`config.mk`:
```
export PLATFORM = sky130hd
export DESIGN_NAME = key_debounce
export DESIGN_NICKNAME = d
export VERILOG_FILES = /design/src/rtl/key_debounce.sv
export SDC_FILE = /design/constraint.sdc
export NUM_CORES = 1
export LEC_CHECK = 0
export CAP_MARGIN = 20
export CORE_MARGIN = 5
export CORE_UTILIZATION = 44
export DETAILED_ROUTE_END_ITERATION = 6
export GPL_TIMING_DRIVEN = 1
export PLACE_DENSITY_LB_ADDON = 0.2
export SLEW_MARGIN = 20
export SYNTH_ARGS = -nofsm -noshare
export SYNTH_HDL_FRONTEND = slang
export SYNTH_SLANG_ARGS = --single-unit
```
`constraint.sdc`:
```
create_clock -name clk_clk -period 5.6 [get_ports clk_clk]
set_input_delay 0.56 -clock clk_clk [delete_from_list [all_inputs] [get_ports clk_clk]]
set_output_delay 0.56 -clock clk_clk [all_outputs]
set_load 0.1 [all_outputs]
```
`src/rtl/key_debounce.sv`:
```
// key_debounce
//   Debounces NUM_KEYS active-low push buttons. Each key is synchronized with
//   two flops, then a per-key counter must see DEBOUNCE_CYCLES consecutive
//   samples that differ from the accepted level before the level flips.
//   Press/release pulses are registered and line up with the level change.
//   A sticky press flag per key is held until software clears it.
//
// Ports (top):
//   clk_clk      in   system clock, rising edge
//   reset_reset  in   asynchronous active-low reset
//   key_raw_n    in   [NUM_KEYS] raw key pins, 0 = pressed, asynchronous
//   event_clr    in   [NUM_KEYS] level-sensitive clear of press_event
//   key_level    out  [NUM_KEYS] debounced level, 1 = pressed
//   key_press    out  [NUM_KEYS] one-cycle pulse on accepted press
//   key_release  out  [NUM_KEYS] one-cycle pulse on accepted release
//   press_event  out  [NUM_KEYS] sticky press flag

module key_debounce_lane #(
    parameter int DEBOUNCE_CYCLES = 500000
) (
    input  logic clk_i,
    input  logic rst_ni,
    input  logic key_raw_ni,
    input  logic event_clr_i,
    output logic level_o,
    output logic press_o,
    output logic release_o,
    output logic event_o
);
    localparam logic [19:0] CNT_MAX = 20'(DEBOUNCE_CYCLES - 1);

    logic        sync1_q, sync2_q;
    logic        level_q, level_d;
    logic        press_q, release_q, event_q;
    logic [19:0] cnt_q, cnt_d;
    logic        differ, accept;

    // Synchronized sample converted to active-high before comparing.
    assign differ = (!sync2_q) != level_q;
    assign accept = differ && (cnt_q == CNT_MAX);

    // Counter only runs while the input disagrees with the accepted level;
    // any agreeing sample restarts it, and acceptance restarts it too so it
    // never passes CNT_MAX.
    always_comb begin
        cnt_d   = '0;
        level_d = level_q ^ accept;
        if (differ && !accept)
            cnt_d = cnt_q + 20'd1;
    end

    always_ff @(posedge clk_i or negedge rst_ni) begin
        if (!rst_ni) begin
            sync1_q   <= 1'b1;
            sync2_q   <= 1'b1;
            cnt_q     <= '0;
            level_q   <= 1'b0;
            press_q   <= 1'b0;
            release_q <= 1'b0;
            event_q   <= 1'b0;
        end else begin
            sync1_q   <= key_raw_ni;
            sync2_q   <= sync1_q;
            cnt_q     <= cnt_d;
            level_q   <= level_d;
            press_q   <= accept && !level_q;
            release_q <= accept && level_q;
            // Set from the registered press pulse wins over a same-cycle clear.
            event_q   <= press_q || (event_q && !event_clr_i);
        end
    end

    assign level_o   = level_q;
    assign press_o   = press_q;
    assign release_o = release_q;
    assign event_o   = event_q;
endmodule

module key_debounce #(
    parameter int NUM_KEYS        = 4,
    parameter int DEBOUNCE_CYCLES = 500000
) (
    input  logic                clk_clk,
    input  logic                reset_reset,
    input  logic [NUM_KEYS-1:0] key_raw_n,
    input  logic [NUM_KEYS-1:0] event_clr,
    output logic [NUM_KEYS-1:0] key_level,
    output logic [NUM_KEYS-1:0] key_press,
    output logic [NUM_KEYS-1:0] key_release,
    output logic [NUM_KEYS-1:0] press_event
);
    for (genvar g = 0; g < NUM_KEYS; g++) begin : g_lane
        key_debounce_lane #(
            .DEBOUNCE_CYCLES(DEBOUNCE_CYCLES)
        ) u_lane (
            .clk_i      (clk_clk),
            .rst_ni     (reset_reset),
            .key_raw_ni (key_raw_n[g]),
            .event_clr_i(event_clr[g]),
            .level_o    (key_level[g]),
            .press_o    (key_press[g]),
            .release_o  (key_release[g]),
            .event_o    (press_event[g])
        );
    end
endmodule

```
**Run 1: sequential cells colored by netlist name**

Scale bar: 20 um. Other sequential cells in the stronger gray, the rest of the logic in the fainter gray.
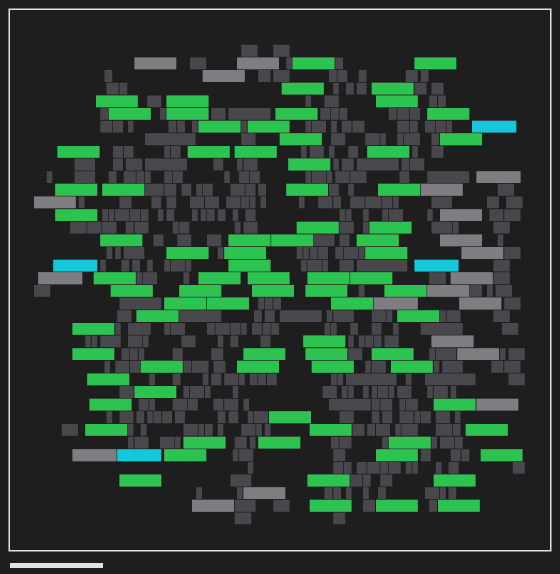
| color | netlist name | sequential cells |
|---|---|---|
| cyan | `g_lane.u_lane.sync2_q` | 4 |
| green | `g_lane.u_lane.cnt_q` | 80 |
not colored: 20
final core occ: 51.2%
register area: 0.00261 mm^2
register fraction of the total cell area: 46.7%

**Run 1: placed standard cells**

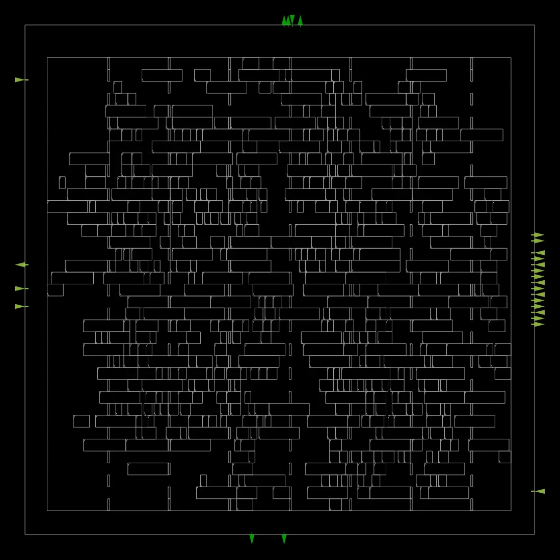
CORE AREA: 0.0109 mm^2
Fill cells: 1023
Flops: 104
TAP cells: 140
row count: 38

**Run 1: clock network drawn from the DEF**

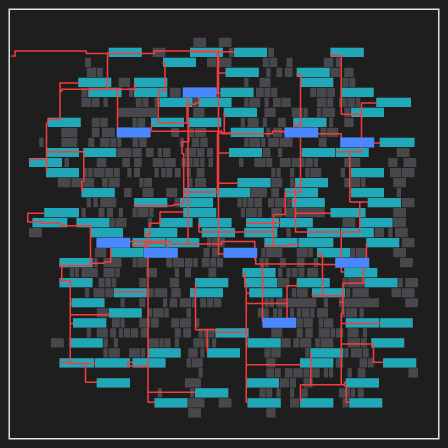
[blue] clock-net drivers | count: 9
[red] clock wires | length: 1280 um
[cyan] flip-flops | count: 104
routed clock nets: 10
Final Skew: 0.00863 ns
clock network power: 0.764 mW
Worst-Skew Late Latency: 0.34 ns
clock share of power: 48.3%

**Run 1: cell sizes after repair**

Scale bar: 20 um.
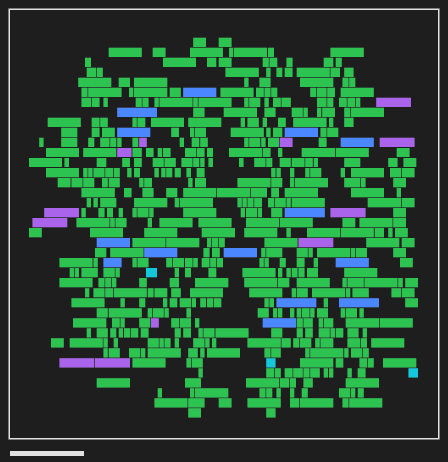
| color | size | cells | most used |
|---|---|---|---|
| green | x1 and smaller | 482 | dfrtp_1 |
| cyan | x3 and x4 | 3 | buf_4 |
| blue | x6 and larger | 14 | clkbuf_16 |
| purple | x2 | 12 | dfstp_2 |
bufs w/o clock: 26
worst setup margin: 3.13 ns
fin area: 0.00559 mm^2

==> deck_impl_summary.md, run 1 <==
Implementation Results

Status
  • Status: completed

Critical path
  • Crit-path cells: clkdlybuf4s50_1
  • Critical Path AT: ~1.9 ns
  • CP max stage delay: between 1 and 1.5 ns
  • Buf/Inv on CP: 1

Yosys
  • Ao+oa area frac: 6.68%
  • Post-synth EDFFs: 0
  • Synthesized area: about 0.0050 mm^2
  • Mean Syn Cell Area: roughly 10 um^2
  • Cells after Synth: 497
  • Yosys chip area: 0.00496 mm^2
  • Dominant flop cell: dfrtp_1
  • XOR/XNOR Fraction of Synth Area: 9.18%
  • Post-synth ARST share: 100%
  • FF+latch count, synth: between 100 and 150
  • Yosys top cell by area: dfrtp_1
  • Distinct lib cells: 36
  • Yosys Instances: 497

Clocking
  • Total clock buffers created by CTS: 9
  • Clock transition at path regs: 0.07 ns
  • Post-cts sizing count: 0

STA
  • Setup repair after global routing missed its margin: false
  • Worst-Margin Slew: 0.993 ns
  • Final setup violation count: 0
  • Final hold violations: 0
  • Fin crit share: between 40% and 50%
  • Slew Limit Fails: 0

Layout
  • Clock buffer cells: 11
  • Most numerous logic cells after layout: dfrtp_1, nor2_1, xnor2_1
  • Share of post-route cells with drive strength above 1: 5.68%
  • Comb_multi_in: ~340

Placed design
  • Area after DPL: 0.00522 mm^2
  • DP Wirelength: 6080 um
  • I/O Buffers: 25

Drt
  • Vias post-DR: about 3500
  • Met2 Wirelength: 4280 um
  • Via density per instance: 5.36
  • Initial DRC Count: 205
  • Max Used Layer: met4
  • WL met3: 403 um
  • WL per Instance: ~14 um

Pwr
  • Design Power: 1.58 mW
  • Net Switching: 0.309 mW
  • Sequential power share: 48.8%

Die
  • Fp util: 45.4%

Run
  • Stage-log warning count: 30

Global route
  • Met3 usage: 4.20%
  • Vias in the first global route: 3342
  • Largest net degree at the start of global routing: 62
run 1: stage by stage:
stage / utilization [%] / setup slack [ns] / hold slack [ns]
2_1_floorplan: - / 3.65 / 0.264
3_5_place_dp: 47.8 / 3.46 / 0.347
3_3_place_gp: 47.7 / 3.39 / 0.348
5_1_grt: 51.2 / 3.06 / 0.244
4_1_cts: 51.2 / 3.10 / 0.216
6_report: 51.2 / 3.13 / 0.199
run 1: sequential cells by signal, indices dropped and copies added, names as in the netlist:
signal                   flops
g_lane.u_lane.release_o      4
g_lane.u_lane.event_o        4
g_lane.u_lane.press_o        4
g_lane.u_lane.sync1_q        4
g_lane.u_lane.level_o        4
g_lane.u_lane.sync2_q        4
g_lane.u_lane.cnt_q         80
run 1: worst max path at each step:
stage | startpoint | cells past startpoint | end | slack (ns)
6_report | g_lane[0].u_lane.level_o | 1 | key_level[0] | 3.13
5_1_grt | g_lane[1].u_lane.level_o | 1 | key_level[1] | 3.06
4_1_cts | g_lane[1].u_lane.level_o | 1 | key_level[1] | 3.10
3_5_place_dp | g_lane[2].u_lane.cnt_q[0] | 5 | g_lane[2].u_lane.cnt_q[18] | 3.46
3_3_place_gp | g_lane[1].u_lane.cnt_q[0] | 5 | g_lane[1].u_lane.cnt_q[3] | 3.39
2_1_floorplan | g_lane[0].u_lane.cnt_q[0] | 6 | g_lane[0].u_lane.cnt_q[16] | 3.65
run 1: power by group through the flow:
stage	logic [mW]	registers [mW]	clock network (mW)
4_1_cts	0.0479	0.772	0.788
3_3_place_gp	0.0465	0.786	0
2_1_floorplan	0.0222	0.784	0
3_5_place_dp	0.0476	0.786	0
5_1_grt	0.0543	0.773	0.815
6_report	0.0457	0.772	0.764
==> run 2, diff against run 1 <==
clock period = 2.26 ns   (was 5.6 ns; I/O delays follow)
==> run 2 against run 1 <==
Effect of this change:
- setup slack got worse by 3.0 ns
- cell count rose by 1.5%
- die size did not move
- critical path depth rose by 4
- hold slack improved by 0.086 ns
- clock skew fell by 0.0035 ns
- global-route usage rose by 0.57 points
- utilization fell by 0.23 points
- sequential share of layout area rose by 0.21 points
- combinational power rose to 2.8 times the previous value
- power rose by 130%
- critical endpoint is now g_lane[2].u_lane.cnt_q[18]
==> deck_impl_summary.md, run 2 <==
Implementation Results

Status
  • Status: completed

Drt
  • Vias post-DR: 3546 (+1.6%)
  • Initial DRC Count: 214 (+4.4%)
  • Post-DRT Antenna Nets: 0
  • Via density per instance: 5.36 (about the same)

Yosys
  • Dominant kind of combinational cell: simple AND/OR/NAND/NOR gates
  • Post-synth ARST share: 100% (unchanged)
  • FF+latch count, synth: 104 (unchanged)
  • Dominant flop cell: dfrtp_1
  • Yosys chip area: 0.00496 mm^2 (unchanged)
  • Synthesized area: 0.00496 mm^2 (unchanged)
  • Area leader share: around half
  • Yosys top cell by area: dfrtp_1
  • XOR/XNOR Fraction of Synth Area: 9.18% (unchanged)
  • Post-synth EDFFs: 0 (unchanged)
  • Mean Syn Cell Area: 9.99 um^2 (unchanged)
  • Distinct lib cells: 36 (unchanged)
  • Cells after Synth: 497 (unchanged)
  • Ao+oa area frac: 6.68% (unchanged)
  • Yosys Instances: 497 (unchanged)

Clocking
  • Total clock buffers created by CTS: 9 (unchanged)
  • Clock transition at path regs: 0.07 ns (about the same)
  • Post-cts sizing count: 0 (unchanged)
  • Clock sinks: about 100

Critical path
  • FF-to-FF End: g_lane[2].u_lane.cnt_q[18]
  • CP max FO: 5
  • Crit path capture: g_lane[2].u_lane.cnt_q[18]
  • Reg2Reg Depth: 5
  • Crit end category: register
  • CP Data Required Time: 2.53 ns
  • Crit start category: register
  • Critical Path AT: 2.39 ns (+0.48 ns)
  • Worst Setup SP: g_lane[2].u_lane.cnt_q[0]

STA
  • Fin crit share: 93.7%
  • Hold_ws: 0.285 ns (+0.0862 ns)
  • Worst-Margin Slew: 0.468 ns (-0.525 ns)
  • Final setup violation count: 0 (unchanged)
  • Final hold violations: 0 (unchanged)
  • Worst setup margin: 0.143 ns (-2.98 ns)
  • Slew Limit Fails: 0 (unchanged)
  • Setup repair after global routing missed its margin: false

Layout
  • Largest register by flop count: g_lane.u_lane.cnt_q
  • Most numerous logic cells after layout: dfrtp_1, nor2_1, xnor2_1
  • Share of post-route cells with drive strength above 1: 10.4% (+4.7 points)
  • Register area: 0.00261 mm^2 (unchanged)
  • Largest register FFs: 80 (unchanged)

Placed design
  • DP Wirelength: 6280 um (+3.2%)
  • I/O Buffers: 25 (unchanged)
  • Dpl ws: 0.153 ns (-3.30 ns)

Die
  • Row count: 38 (unchanged)
  • Fp util: 45.4% (unchanged)
  • CORE AREA: 0.0109 mm^2 (unchanged)

Global route
  • Antenna violations before repair: 0
  • Vias in the first global route: 3499 (+4.7%)
  • Grt ovf: 0
  • Largest net degree at the start of global routing: 55 (-11%)
  • First-pass GRT wire length: roughly 16000 um

Run
  • Max-Cap Viols: 0
  • Stage-log warning count: 30 (unchanged)

Pwr
  • Static leakage: 2.32 nW
  • Design Power: 3.58 mW (+130%)
run 2: critical path: stages (launching register included):
cell and delay [ns]:
dfrtp_1 0.39, ha_1 0.24, nand4_1 0.23, or4_4 0.61
or4_1 0.42, a21oi_1 0.16
run 2: final cells by class:
cell class,count,share of cell area (%)
clock buffers,10,4.11
clock inverters,6,1.21
inverters,27,1.82
multi-input cells,338,37.3
flip-flops and latches,104,46.9
well taps,140,3.15
repair buffers,36,5.48
run 2: cells by family after synthesis:
| group | count (synthesis) |
|---|---|
| adders and majority gates | 12 |
| xor gates and xnor gates | 52 |
| and+or+nand+nor | 218 |
| AOI/OAI and AO/OA | 55 |
| muxes | 1 |
| DFF | 104 |
| buffers and inverters | 55 |
run 2: where the power goes:
group / internal (mW) / switching, mW
Combinational: 0.0467 / 0.0794
Clock: 0.865 / 0.679
Sequential: 1.89 / 0.0223
Total: 2.80 / 0.781
run 2: worst min path at each step:
stage	from	endpoint	slack, ns
final	reset_reset	g_lane[0].u_lane.cnt_q[11]	0.29
after global routing	key_raw_n[2]	g_lane[2].u_lane.sync1_q	0.28
after CTS	reset_reset	g_lane[0].u_lane.cnt_q[11]	0.28
after detailed placement	reset_reset	g_lane[0].u_lane.cnt_q[11]	0.12
after global placement	reset_reset	g_lane[0].u_lane.cnt_q[11]	0.11
after floorplan	reset_reset	g_lane[0].u_lane.cnt_q[0]	-0.07
run 2: routing by layer:
metal  routed length [um]  track usage [%]  vias to the layer above
met3                  354             4.40                        8
met2                 4210             24.1                       48
met4                  101             5.34                        0
met5                    0                0                        -
li1                     -                -                     1756
met1                 4250             18.8                     1734
run 2: through the flow:
step           instances  area, um^2
5_1_grt              661        5570
3_3_place_gp         644        5260
4_1_cts              661        5570
3_5_place_dp         644        5260
6_report             661        5570
2_1_floorplan        497        4960
**Run 2: clock network drawn from the DEF**

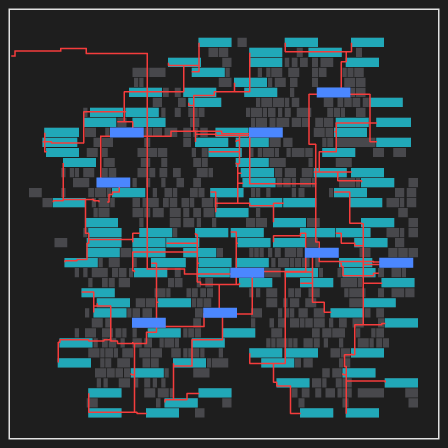
[blue] clock-net drivers | count: 9
[red] clock wires | length: 1260 um
[cyan] flip-flops | count: 104
flops lie: spread over the die
clock share of power: 43.1%
Worst-Skew Late Latency: 0.35 ns
clock network power: 1.54 mW
Final Skew: 0.00514 ns

**Run 2: placed standard cells**

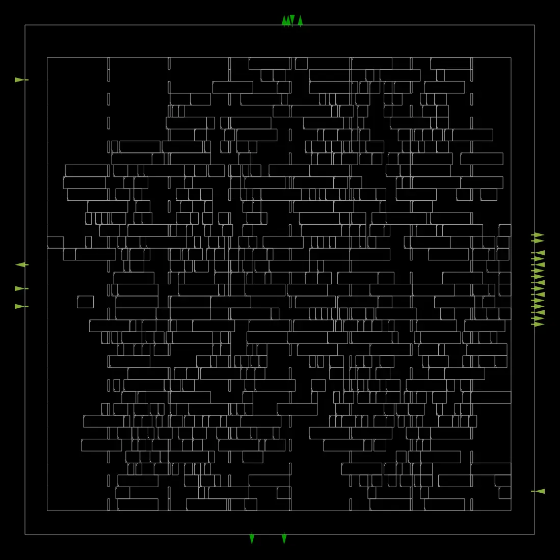
Fill cells: 995
final cell count without fillers: 661
final core occ: 50.9%
register fraction of the total cell area: 46.9%

**Run 2: wire density map**

23 x 23 tiles, from dark blue (low) to red (high), scaled to the fullest tile. Values are wire area over tile area, all layers added.
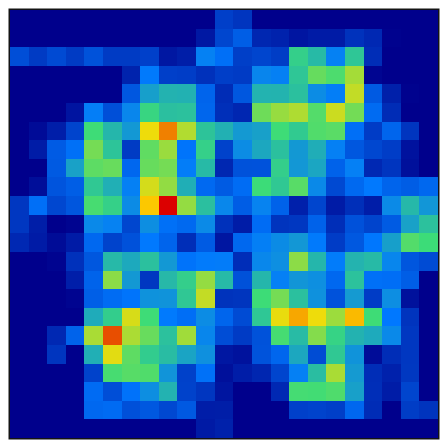
densest ninth of the die: center
fullest tile: 0.48
nearly empty tiles: 26%
emptiest ninth of the die: upper left
mean over tiles: 0.10
WL per Instance: 13.5 um
GRT Overall Usage: 14.8%

No activity file was given, so power comes from the tool's default toggle rates.
